Fig. 1: sizing map
Bar = 20 µm.
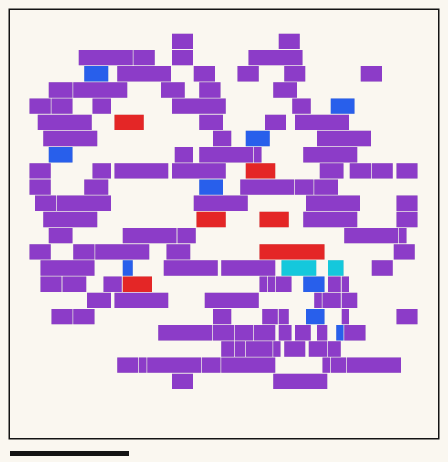
Fig. 2: zoomed window
Region (39, 3) to (69, 33) µm. Cells in gray, sequential cells in the stronger gray; small squares are vias.
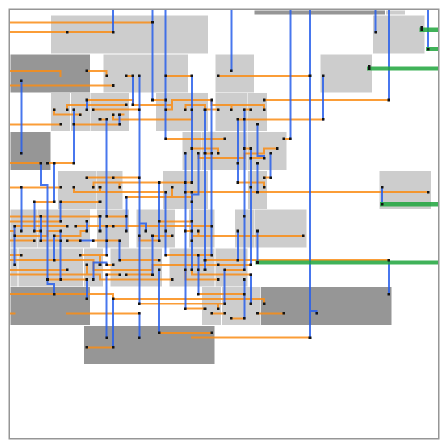
Fig. 3: clock routing
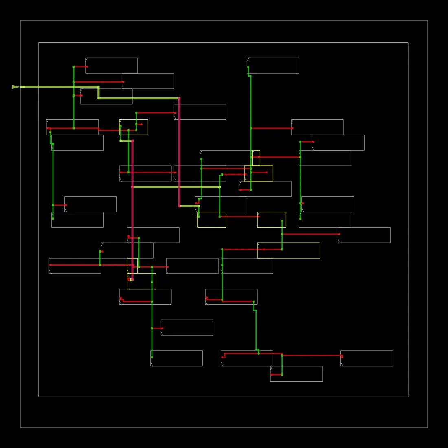
--- src/rtl/byte_to_word16.sv ---
// Packs pairs of bytes from a valid/ready stream into 16-bit words.
// Each completed word drives out with a one-cycle load pulse for a downstream Register16.
module byte_to_word16 #(
    parameter bit HI_FIRST       = 1'b1,
    parameter int TIMEOUT_CYCLES = 16
) (
    input  logic        clk,
    input  logic        reset,
    input  logic [7:0]  in_byte,
    input  logic        in_valid,
    output logic        in_ready,
    input  logic        flush,
    output logic [15:0] out,
    output logic        load,
    output logic        half,
    output logic        timeout
);

    localparam bit TO_EN = (TIMEOUT_CYCLES > 0);
    localparam int CW    = TO_EN ? $clog2(TIMEOUT_CYCLES + 1) : 1;
    localparam logic [CW-1:0] CNT_LAST = TO_EN ? CW'(TIMEOUT_CYCLES - 1) : '0;

    typedef enum logic [1:0] {
        IDLE = 2'd0,
        HALF = 2'd1,
        EMIT = 2'd2
    } state_t;

    state_t         state_reg, state_next;
    logic [7:0]     held_reg, held_next;
    logic [CW-1:0]  cnt_reg, cnt_next;
    logic [15:0]    out_reg, out_next;
    logic           timeout_reg, timeout_next;
    logic           accept;

    always_ff @(posedge clk or posedge reset) begin
        if (reset) begin
            state_reg   <= IDLE;
            held_reg    <= '0;
            cnt_reg     <= '0;
            out_reg     <= '0;
            timeout_reg <= 1'b0;
        end else begin
            state_reg   <= state_next;
            held_reg    <= held_next;
            cnt_reg     <= cnt_next;
            out_reg     <= out_next;
            timeout_reg <= timeout_next;
        end
    end

    // flush outranks both accept and timeout; out only changes on word completion
    always_comb begin
        state_next   = state_reg;
        held_next    = held_reg;
        cnt_next     = cnt_reg;
        out_next     = out_reg;
        timeout_next = 1'b0;
        accept       = in_valid & in_ready & ~flush;
        case (state_reg)
            IDLE: begin
                if (flush) begin
                    held_next = '0;
                end else if (accept) begin
                    held_next  = in_byte;
                    cnt_next   = '0;
                    state_next = HALF;
                end
            end
            HALF: begin
                if (flush) begin
                    held_next  = '0;
                    cnt_next   = '0;
                    state_next = IDLE;
                end else if (accept) begin
                    out_next   = HI_FIRST ? {held_reg, in_byte} : {in_byte, held_reg};
                    held_next  = '0;
                    cnt_next   = '0;
                    state_next = EMIT;
                end else if (TO_EN && (cnt_reg == CNT_LAST)) begin
                    held_next    = '0;
                    cnt_next     = '0;
                    timeout_next = 1'b1;
                    state_next   = IDLE;
                end else if (TO_EN) begin
                    cnt_next = cnt_reg + 1'b1;
                end
            end
            EMIT: begin
                state_next = IDLE;
            end
            default: begin
                state_next = IDLE;
            end
        endcase
    end

    assign in_ready = (state_reg != EMIT);
    assign load     = (state_reg == EMIT);
    assign half     = (state_reg == HALF);
    assign out      = out_reg;
    assign timeout  = timeout_reg;

endmodule

--- config.mk ---
export PLATFORM = sky130hd
export DESIGN_NAME = byte_to_word16
export DESIGN_NICKNAME = d
export VERILOG_FILES = /design/src/rtl/byte_to_word16.sv
export SDC_FILE = /design/constraint.sdc
export NUM_CORES = 1
export LEC_CHECK = 0
export CAP_MARGIN = 20
export CORE_MARGIN = 3
export CORE_UTILIZATION = 30
export DETAILED_ROUTE_END_ITERATION = 8
export GPL_ROUTABILITY_DRIVEN = 0
export PLACE_DENSITY_LB_ADDON = 0.05
export SYNTH_ARGS = -nofsm -noshare
export SYNTH_HDL_FRONTEND = slang
export SYNTH_SLANG_ARGS = --single-unit
--- constraint.sdc ---
create_clock -name clk -period 4.65 [get_ports clk]
set_input_delay 0.93 -clock clk [delete_from_list [all_inputs] [get_ports clk]]
set_output_delay 0.93 -clock clk [all_outputs]
set_load 0.1 [all_outputs]
==> results_dict.tcl <==
# yosys + openroad results
set metrics [dict create \
    fp.dieH_um 71.92 \
    crit_family "buffers and inverters" \
    finalSetupViolCount 0 \
    yosysUniqueCellTypes 30 \
    synth-xor-area-share_pct 0.6718 \
    wl_met2_um 1103 \
    yosys_area_um2 1304 \
    syn_area_per_cell_um2 14.17 \
    comb_share_pct 26.78 \
    post-place-ws_ps 1654 \
    cp_slowest_cell "clkdlybuf4s50_1" \
    drcViolationCount 0 \
    leakagePower_nw 0.7995 \
    n_fill_cell 396 \
    dominant_cells "flip-flops and latches" \
    floorplan.nets 105 \
    ys_top_cells_by_area "dfrtp_1 61%, mux2_1 9.5%, a22o_1 6.0%, mux2_2 4.3%, a211oi_1 1.7%" \
    final_cell_mix "32 x dfrtp_1, 31 x clkdlybuf4s50_1, 11 x mux2_1" \
    p_comb_share_pct 38.4 \
    path_depth 3 \
    cp.buffers_inverters 2 \
    busiest_layer "met1" \
    ys_sh_mux_pct 15.36 \
    dpl-instance-area_um2 1668 \
    peakVddDrop_v 0.0002181 \
    comb_area_um2 475.5 \
    utilization_pct 43.45 \
    largest_reg_flops 16 \
    hp-start "held_reg[1]" \
    status "complete, no violations" \
    pwr-share-seq_pct 34.9 \
    ys_sh_aoi_pct 11.13 \
    critPathKind "register to primary output" \
    final_area_um2 1775 \
    grt.met1_usage_pct 15.82 \
    yosys-top-cells-count "32 x dfrtp_1, 11 x mux2_1, 9 x a22o_1" \
    grt_pass1_wl_um 4409 \
    fin_skew_ps 6.490 \
    fp_util_pct 31.90 \
    rsz0062_at_grt "no" \
    async_flop_share_pct 100.0 \
    clkSlewWorstSetupHoldPaths_ps 70 \
    tool_warnings 26 \
    track_usage_pct 11.22 \
]
Back to the opening pictures, Fig. 1:
| color | size | cells | share |
|---|---|---|---|
| purple | drive 1 or less | 113 | 87% |
| cyan | drive 3 to 4 | 2 | 1.5% |
| blue | drive 2 | 9 | 6.9% |
| red | drive 6 and up | 6 | 4.6% |

Back to the opening pictures, Fig. 2:
| color | layer |
|---|---|
| orange | met1 |
| blue | met2 |
| green | met3 |
netlist names of flops here include: cnt_reg (2), state_reg (2)
sequential cells in the window: 4
cells with their middle in the window: 37
most frequent: nand2_1 (6), dfrtp_1 (4), clkdlybuf4s50_1 (4)

Back to the opening pictures, Fig. 3:
Clk. pwr: 257 µW
FF+latch count: 32
TritonCTS Buffers: 5

Power and IR drop assume default switching activity.
